File: config.mk
export PLATFORM = sky130hd
export DESIGN_NAME = demux_registrado
export DESIGN_NICKNAME = d
export VERILOG_FILES = /design/src/rtl/demux_registrado.sv
export SDC_FILE = /design/constraint.sdc
export NUM_CORES = 1
export LEC_CHECK = 0
export CORE_ASPECT_RATIO = 1.1
export CORE_MARGIN = 2
export CORE_UTILIZATION = 40
export DETAILED_ROUTE_END_ITERATION = 10
export DONT_BUFFER_PORTS = 1
export SYNTH_ARGS = -nofsm -noshare
export SYNTH_HDL_FRONTEND = slang
export SYNTH_SLANG_ARGS = --single-unit
File: constraint.sdc
create_clock -name Clock -period 1.31 [get_ports Clock]
set_clock_uncertainty 0.05 [all_clocks]
set_input_delay 0.262 -clock Clock [delete_from_list [all_inputs] [get_ports Clock]]
set_output_delay 0.262 -clock Clock [all_outputs]
set_load 0.03 [all_outputs]
File: src/rtl/demux_registrado.sv
// Registered 1-to-2 demux with one holding slot per destination.
// Optional per-output transfer counters: define DEMUX_CONTADORES_EN.
module demux_registrado #(
   parameter int LARGURA   = 8,
   parameter int LARG_CONT = 8
) (
   input  logic               Clock,
   input  logic               Reset,
   input  logic [LARGURA-1:0] Entrada,
   input  logic               EntradaValida,
   output logic               EntradaPronta,
   input  logic               SinalControle,
   output logic [LARGURA-1:0] Saida1,
   output logic               Saida1Valida,
   input  logic               Saida1Pronta,
   output logic [LARGURA-1:0] Saida2,
   output logic               Saida2Valida,
   input  logic               Saida2Pronta
`ifdef DEMUX_CONTADORES_EN
   ,
   output logic [LARG_CONT-1:0] Contagem1,
   output logic [LARG_CONT-1:0] Contagem2
`endif
);

   typedef enum logic {
      VAZIO = 1'b0,
      CHEIO = 1'b1
   } estado_t;

   estado_t estado1, estado1_prox;
   estado_t estado2, estado2_prox;

   logic aceite;
   logic carga1, carga2;
   logic entrega1, entrega2;

   assign Saida1Valida = (estado1 == CHEIO);
   assign Saida2Valida = (estado2 == CHEIO);

   assign entrega1 = Saida1Valida & Saida1Pronta;
   assign entrega2 = Saida2Valida & Saida2Pronta;

   // A full slot can take a new word only if its consumer drains it now.
   assign EntradaPronta = SinalControle ?
                          (!Saida2Valida | Saida2Pronta) :
                          (!Saida1Valida | Saida1Pronta);

   assign aceite = EntradaValida & EntradaPronta;
   assign carga1 = aceite & !SinalControle;
   assign carga2 = aceite &  SinalControle;

   // Slot state registers.
   always_ff @(posedge Clock) begin
      if (Reset) begin
         estado1 <= VAZIO;
         estado2 <= VAZIO;
      end else begin
         estado1 <= estado1_prox;
         estado2 <= estado2_prox;
      end
   end

   // Next state for both slots; a load while draining keeps the slot full.
   always_comb begin
      estado1_prox = estado1;
      estado2_prox = estado2;
      unique case (estado1)
         VAZIO: if (carga1) estado1_prox = CHEIO;
         CHEIO: if (entrega1 && !carga1) estado1_prox = VAZIO;
         default: estado1_prox = VAZIO;
      endcase
      unique case (estado2)
         VAZIO: if (carga2) estado2_prox = CHEIO;
         CHEIO: if (entrega2 && !carga2) estado2_prox = VAZIO;
         default: estado2_prox = VAZIO;
      endcase
   end

   // Holding registers load only on an accepted word for their slot.
   always_ff @(posedge Clock) begin
      if (Reset) begin
         Saida1 <= '0;
         Saida2 <= '0;
      end else begin
         if (carga1) Saida1 <= Entrada;
         if (carga2) Saida2 <= Entrada;
      end
   end

`ifdef DEMUX_CONTADORES_EN
   // Delivered-word counters, wrapping silently.
   always_ff @(posedge Clock) begin
      if (Reset) begin
         Contagem1 <= '0;
         Contagem2 <= '0;
      end else begin
         if (entrega1) Contagem1 <= Contagem1 + 1'b1;
         if (entrega2) Contagem2 <= Contagem2 + 1'b1;
      end
   end
`else
   if (LARG_CONT < 1) begin : g_larg_cont_invalida
   end
`endif

endmodule

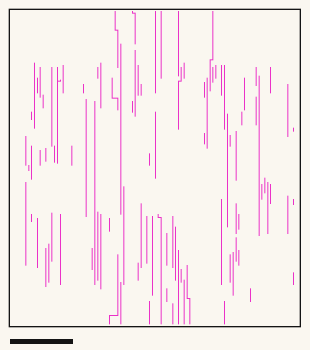
(run_1/met2.png)
Scale bar: 10 um.
longest straight run: 29.2 um
nets with wire on the layer: 80
main direction: vertical
wire length on this layer: 684 um
routed wire length: 1.33 mm
routed vias: 480

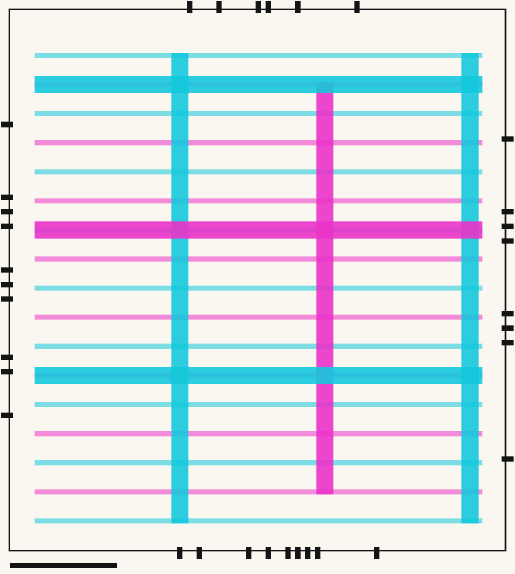
(run_1/pdn.png)
Scale bar: 10 um. Pins as bars on the die edge.
legend:
  magenta:
    net: VDD
  cyan:
    net: VSS
rows: 16
met4 straps: 3
met5 straps: 3
met1 rails: 17
Std-Cell Core Area: 1820 sq um
Chip Width: 46.3 um
worst voltage drop across the vdd grid: 574 uV

==> report_table.html, run 1 <==
<h2>Implementation results</h2>
<table>
<tr><th>Metric</th><th>Value</th></tr>
<tr><th colspan="2">Worst setup path</th></tr>
<tr><td>Critical-path top delay cell</td><td>sky130_fd_sc_hd__dfxtp_2</td></tr>
<tr><td>Worst setup path startpoint</td><td>Saida1Valida$_SDFF_PP0_</td></tr>
<tr><td>Crit start category</td><td>flip-flop</td></tr>
<tr><td>Reg2reg start</td><td>Saida1Valida$_SDFF_PP0_</td></tr>
<tr><td>Start-to-end type of the worst setup path</td><td>flip-flop to output pin</td></tr>
<tr><th colspan="2">Finish</th></tr>
<tr><td>Layout Utilization</td><td>47.1%</td></tr>
<tr><td>Antenna Diode Count</td><td>0</td></tr>
<tr><td>Number of filler instances in the final layout</td><td>about 180</td></tr>
<tr><td>Flop count</td><td>18</td></tr>
<tr><td>Number of buffers other than clock buffers in the final layout</td><td>5</td></tr>
<tr><td>Synth-to-Final Area Change</td><td>9.24%</td></tr>
<tr><td>Final non-filler cell area</td><td>around 860 sq um</td></tr>
<tr><td>Multi-input combinational cell count</td><td>49</td></tr>
<tr><th colspan="2">Flow run</th></tr>
<tr><td>Max-cap check violation count</td><td>0</td></tr>
<tr><th colspan="2">STA</th></tr>
<tr><td>Max_slew headroom</td><td>about 78%</td></tr>
<tr><td>Setup ws final</td><td>-0.0116 ns</td></tr>
<tr><td>Unrepaired setup endpoints after global routing</td><td>true</td></tr>
<tr><td>Slew at the pin closest to its max-slew limit</td><td>roughly 0.33 ns</td></tr>
<tr><td>Finish-stage setup viols</td><td>1</td></tr>
<tr><td>Total negative slack</td><td>-0.0116 ns</td></tr>
<tr><th colspan="2">Place</th></tr>
<tr><td>Post-placement setup slack</td><td>roughly 0.22 ns</td></tr>
<tr><td>Count of placed standard cells including taps</td><td>96</td></tr>
<tr><td>HPWL Detailed</td><td>964 um</td></tr>
<tr><th colspan="2">Die</th></tr>
<tr><td>Starting Density</td><td>a little over two fifths</td></tr>
<tr><th colspan="2">Outcome</th></tr>
<tr><td>Result of the run</td><td>finished, violations left</td></tr>
<tr><td>Violated checks</td><td>negative setup slack</td></tr>
<tr><th colspan="2">Global route</th></tr>
<tr><td>Antenna violations before repair</td><td>0</td></tr>
<tr><td>Largest net degree at the start of global routing</td><td>26</td></tr>
<tr><td>Via count of the first global-routing pass</td><td>486</td></tr>
<tr><th colspan="2">Routing</th></tr>
<tr><td>Post-detailed-route DRC marker count</td><td>0</td></tr>
<tr><th colspan="2">Hold path</th></tr>
<tr><td>Worst min path class</td><td>primary input to flip-flop</td></tr>
<tr><td>Source of the worst hold timing path</td><td>Entrada[5]</td></tr>
<tr><th colspan="2">Clock tree</th></tr>
<tr><td>CTS tree</td><td>built</td></tr>
<tr><td>Largest buffer count on any clock path</td><td>2</td></tr>
<tr><th colspan="2">Synthesis</th></tr>
<tr><td>Synth Warn #</td><td>0</td></tr>
<tr><td>Combined area of all synthesized cells</td><td>between 700 and 800 sq um</td></tr>
<tr><td>Seq cells post-synth</td><td>18</td></tr>
<tr><td>Sequential-to-total area share from yosys stat</td><td>about 46%</td></tr>
<tr><th colspan="2">Power</th></tr>
<tr><td>Power density over cell area</td><td>between 1000 and 1500 nW/um^2</td></tr>
</table>
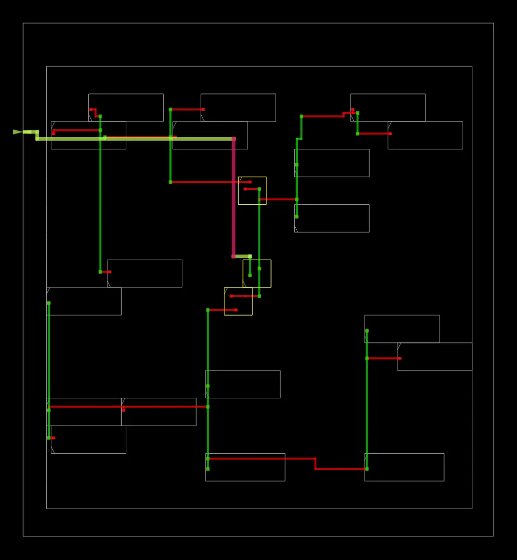
(run_1/final_clocks.png)
number of buffers created by CTS: 3
insertion delay at the late pin of the worst-skew pair: 0.28 ns
Clock Buffer Count: 3

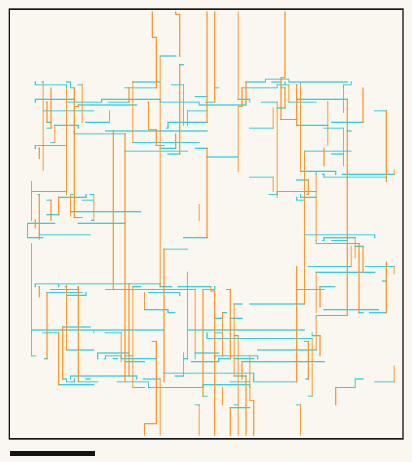
(run_1/metal_stack.png)
Scale bar: 10 um. Only two layers are drawn.
legend:
  orange:
    layer: met2
    wire_length: 684 um
  cyan:
    layer: met1
    wire_length: 555 um
routed length per placed instance: 13.1 um
total global routing track utilization: 12.7%

## run 1: final timing paths
check	slack [ns]	cells after the start	to
setup reg to reg	0.21	4	Saida1[1]$_SDFFE_PP0P_
hold / removal	0.10	2	Saida1[5]$_SDFFE_PP0P_
hold reg to reg	0.55	3	Saida1Valida$_SDFF_PP0_
setup / recovery	-0.01	2	EntradaPronta
## run 1: cell usage in the layout (no fill, tap or decap), drive strengths merged
master and n:
buf 4, dfxtp 18, nand2b 26, and3b 1, nand3 1, mux2i 16
mux2 1, dlygate4sd3 1, clkbuf 3, and3 1, nand3b 1, a21oi 2
## run 1: report_power, final
group / switching, uW / internal [uW]
clock: 153 / 106
sequential: 70.1 / 577
combinational: 45.2 / 57.8
total: 269 / 741
## run 1: what timing repair did
action                     CTS  global route
hold endpoints to repair     2             0
setup endpoints to repair    1             1
buffers inserted             2             0
hold buffers                 1             0
resized                      3             0
## run 1: cell families after synthesis
| logic type | synth area share (%) |
|---|---|
| AND/OR/NAND/NOR | 27.2 |
| multiplexers | 21.8 |
| AND-OR/OR-AND | 1.27 |
| buffers and inverters | 3.82 |
| flip-flops | 45.9 |
## run 1: Yosys cell counts (all sizes together)
cell | number | area share [%]
and3 | 1 | 1.4
buf | 2 | 2.9
and3b | 1 | 1.1
clkbuf | 2 | 0.96
nand3 | 1 | 0.64
mux2i | 16 | 20
mux2 | 1 | 1.4
nand3b | 1 | 1.4
a21oi | 2 | 1.3
nand2b | 26 | 23
dfxtp | 18 | 46
## run 1: sequential cells by signal (all words and copies together) (netlist names)
signal,count
Saida1,8
Saida2,8
Saida1Valida,1
Saida2Valida,1
## run 1: routing by layer
layer	up-vias	GRT usage, %	part of all wire, %
li1	243	-	-
met1	217	14.7	42
met2	18	20.8	51
met3	2	4.68	6.2
met4	0	4.29	0.83
met5	-	0	0
==> run_1/met3.png <==
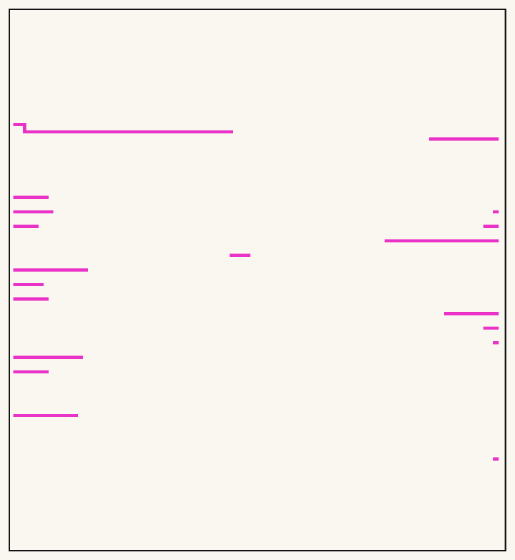

--- run 2 (diff from run 1) ---
--- a/config.mk
+++ b/config.mk
@@ -5,11 +5,14 @@
 export SDC_FILE = /design/constraint.sdc
 export NUM_CORES = 1
 export LEC_CHECK = 0
+export CELL_PAD_IN_SITES_DETAIL_PLACEMENT = 1
+export CELL_PAD_IN_SITES_GLOBAL_PLACEMENT = 1
 export CORE_ASPECT_RATIO = 1.1
-export CORE_MARGIN = 2
+export CORE_MARGIN = 8
 export CORE_UTILIZATION = 40
 export DETAILED_ROUTE_END_ITERATION = 10
 export DONT_BUFFER_PORTS = 1
+export PLACE_DENSITY_LB_ADDON = 0.1
 export SYNTH_ARGS = -nofsm -noshare
 export SYNTH_HDL_FRONTEND = slang
 export SYNTH_SLANG_ARGS = --single-unit
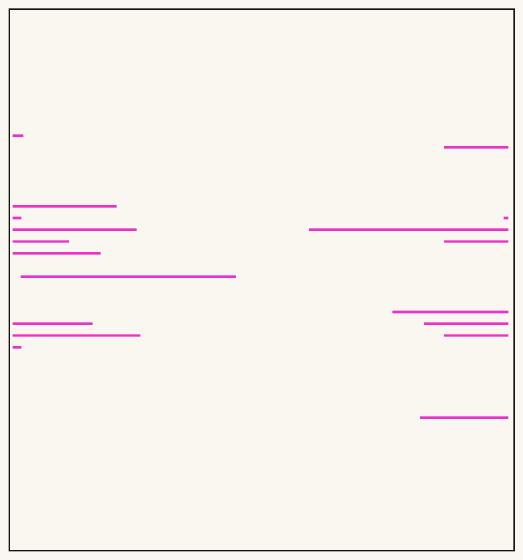
(run_2/met3.png)
main direction: horizontal
nets with wire on the layer: 17
longest straight run: 24.6 um
routed vias: 496
routed wire length: 1.74 mm
M3 GR Usage: 4.53%

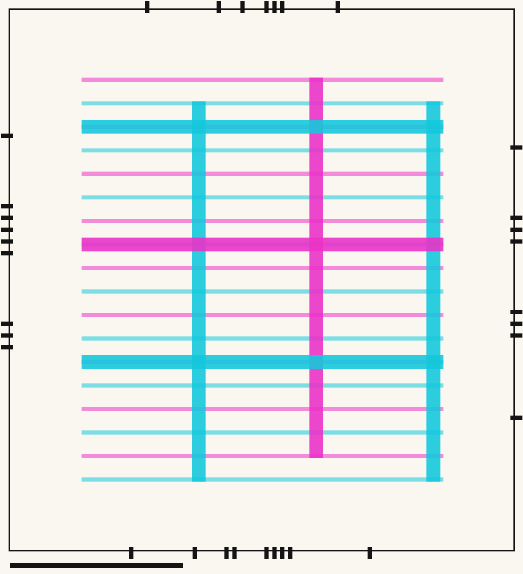
(run_2/pdn.png)
Scale bar: 20 um. Pins as bars on the die edge.
legend:
  cyan:
    net: VSS
  magenta:
    net: VDD
met5 straps: 3
signal pins: 33
rows: 17
met4 straps: 3
met1 rails: 18
Std-Cell Core Area: 1940 sq um
Chip Width: 58.3 um
worst voltage drop across the vdd grid: 665 uV

==> report_table.html, run 2 <==
<h2>Implementation results</h2>
<table>
<tr><th>Metric</th><th>Value</th></tr>
<tr><th colspan="2">Finish</th></tr>
<tr><td>Top Layout Cells</td><td>24 x sky130_fd_sc_hd__nand2b_1, 16 x sky130_fd_sc_hd__dfxtp_1, 16 x sky130_fd_sc_hd__mux2i_1</td></tr>
<tr><td>Largest registers ranked by flip-flop count</td><td>Saida1 x8, Saida2 x8</td></tr>
<tr><td>Synth-to-Final Area Change</td><td>13.2%</td></tr>
<tr><td>Most common cell after layout, fill and taps aside</td><td>sky130_fd_sc_hd__nand2b_1</td></tr>
<tr><td>Antenna Diode Count</td><td>0</td></tr>
<tr><th colspan="2">STA</th></tr>
<tr><td>Finish-stage setup viols</td><td>1</td></tr>
<tr><td>Max_slew headroom</td><td>77.0%</td></tr>
<tr><td>Unrepaired setup endpoints after global routing</td><td>true</td></tr>
<tr><td>Setup ws final</td><td>-0.0448 ns</td></tr>
<tr><td>Slew at the pin closest to its max-slew limit</td><td>around 0.34 ns</td></tr>
<tr><th colspan="2">Worst setup path</th></tr>
<tr><td>Crit start category</td><td>flip-flop</td></tr>
<tr><td>Register-to-Register Setup Slack</td><td>~0.1 ns</td></tr>
<tr><td>Critical-path top delay cell</td><td>sky130_fd_sc_hd__dfxtp_2</td></tr>
<tr><th colspan="2">Global route</th></tr>
<tr><td>Antenna violations before repair</td><td>0</td></tr>
<tr><td>Total global routing track utilization</td><td>roughly 10%</td></tr>
<tr><td>Most crowded layer after global routing</td><td>met2</td></tr>
<tr><td>Largest net degree at the start of global routing</td><td>26</td></tr>
<tr><td>Met1 demand-to-capacity share in global routing</td><td>10.6%</td></tr>
<tr><th colspan="2">Clock tree</th></tr>
<tr><td>Largest buffer count on any clock path</td><td>2</td></tr>
<tr><td>Insertion delay at the late pin of the worst-skew pair</td><td>0.29 ns</td></tr>
<tr><td>CTS tree</td><td>built</td></tr>
<tr><td>Number of buffers created by CTS</td><td>3</td></tr>
<tr><th colspan="2">Routing</th></tr>
<tr><td>Post-detailed-route DRC marker count</td><td>0</td></tr>
<tr><td>Highest Signal Layer</td><td>met4</td></tr>
<tr><td>Routed length per placed instance</td><td>16.6 um</td></tr>
<tr><td>Total met2 wirelength after detailed routing</td><td>between 800 and 900 um</td></tr>
<tr><td>Post-Route M1 WL</td><td>687 um</td></tr>
<tr><th colspan="2">Synthesis</th></tr>
<tr><td>Synth area leader</td><td>sky130_fd_sc_hd__dfxtp_1</td></tr>
<tr><td>Combined area of all synthesized cells</td><td>about 790 sq um</td></tr>
<tr><td>Main flop type</td><td>sky130_fd_sc_hd__dfxtp_1</td></tr>
<tr><td>Commonest cells in the netlist</td><td>24 x sky130_fd_sc_hd__nand2b_1, 18 x sky130_fd_sc_hd__dfxtp_1, 16 x sky130_fd_sc_hd__mux2i_1</td></tr>
<tr><td>Synth Warn #</td><td>0</td></tr>
<tr><td>Area fraction in and, or, nand and nor cells after synthesis</td><td>roughly 27%</td></tr>
<tr><td>Share of synthesized area spent on multiplexers</td><td>roughly 22%</td></tr>
<tr><td>Largest family of logic cells by area</td><td>simple AND/OR/NAND/NOR gates</td></tr>
<tr><td>Area share of xor/xnor cells in the synthesized design</td><td>0%</td></tr>
<tr><td>Fraction of synthesis flops using an asynchronous set or reset pin</td><td>0%</td></tr>
<tr><td>Leading post-synthesis cells by cell area</td><td>sky130_fd_sc_hd__dfxtp_1 46%, sky130_fd_sc_hd__mux2i_1 20%, sky130_fd_sc_hd__nand2b_1 19%</td></tr>
<tr><td>Sequential-to-total area share from yosys stat</td><td>45.9%</td></tr>
<tr><th colspan="2">Outcome</th></tr>
<tr><td>Violated checks</td><td>negative setup slack</td></tr>
<tr><td>Result of the run</td><td>finished, violations left</td></tr>
<tr><th colspan="2">Hold path</th></tr>
<tr><td>Worst min path class</td><td>primary input to flip-flop</td></tr>
<tr><th colspan="2">Place</th></tr>
<tr><td>Post-placement setup slack</td><td>around 0.21 ns</td></tr>
<tr><th colspan="2">Die</th></tr>
<tr><td>Starting Density</td><td>40.6%</td></tr>
</table>
[run 2: cell counts after synthesis]
Identical to the previous run, type by type.
[run 2: path summary, 6_finish.rpt]
path | startpoint | endpoint | depth (start not counted)
max | Saida1Valida$_SDFF_PP0_ | EntradaPronta | 2
min | Reset | Saida2[6]$_SDFFE_PP0P_ | 2
max reg2reg | Saida1Valida$_SDFF_PP0_ | Saida1[7]$_SDFFE_PP0P_ | 5
min reg2reg | Saida2Valida$_SDFF_PP0_ | Saida2Valida$_SDFF_PP0_ | 3
[run 2: kinds of logic after synthesis]
kind of cell | Yosys count
flip-flops | 18
buffers and inverters | 4
AND/OR/NAND/NOR | 30
AND-OR/OR-AND | 2
multiplexers | 17
[run 2: metrics by stage]
stage,utilization [%],power (uW),instances,hold WS [ns]
5_1_grt,46.0,1160,105,0.0725
3_5_place_dp,41.6,760,97,0.287
2_1_floorplan,-,749,71,0.388
3_3_place_gp,41.6,757,97,0.284
4_1_cts,45.1,1120,104,0.0767
6_report,46.0,1100,105,0.0835
[run 2: final cells by class]
class                   count  area [sq um]
repair buffers              6          47.5
multi-input cells          49           408
flip-flops and latches     18           363
well taps                  28          35.0
fillers                   227          1050
clock buffers               4          36.3
[run 2: worst register-to-register path: stages, from the launching register on]
cell,delay [ns]
sky130_fd_sc_hd__dfxtp_2,0.35
sky130_fd_sc_hd__nand2b_4,0.07
sky130_fd_sc_hd__buf_4,0.09
sky130_fd_sc_hd__buf_4,0.11
sky130_fd_sc_hd__and3b_1,0.27
sky130_fd_sc_hd__mux2i_1,0.21
[run 2: what timing repair did]
item	CTS	global route
endpoints found under the hold margin	2	0
hold buffers	1	0
buffers inserted	2	1
gates resized	3	1
setup endpoints to repair	1	1
[run 2: report_power, final]
part           internal (uW)  switching (uW)
sequential               577            71.2
combinational           60.5            47.7
clock                    169             179
Power and IR drop assume default switching activity.
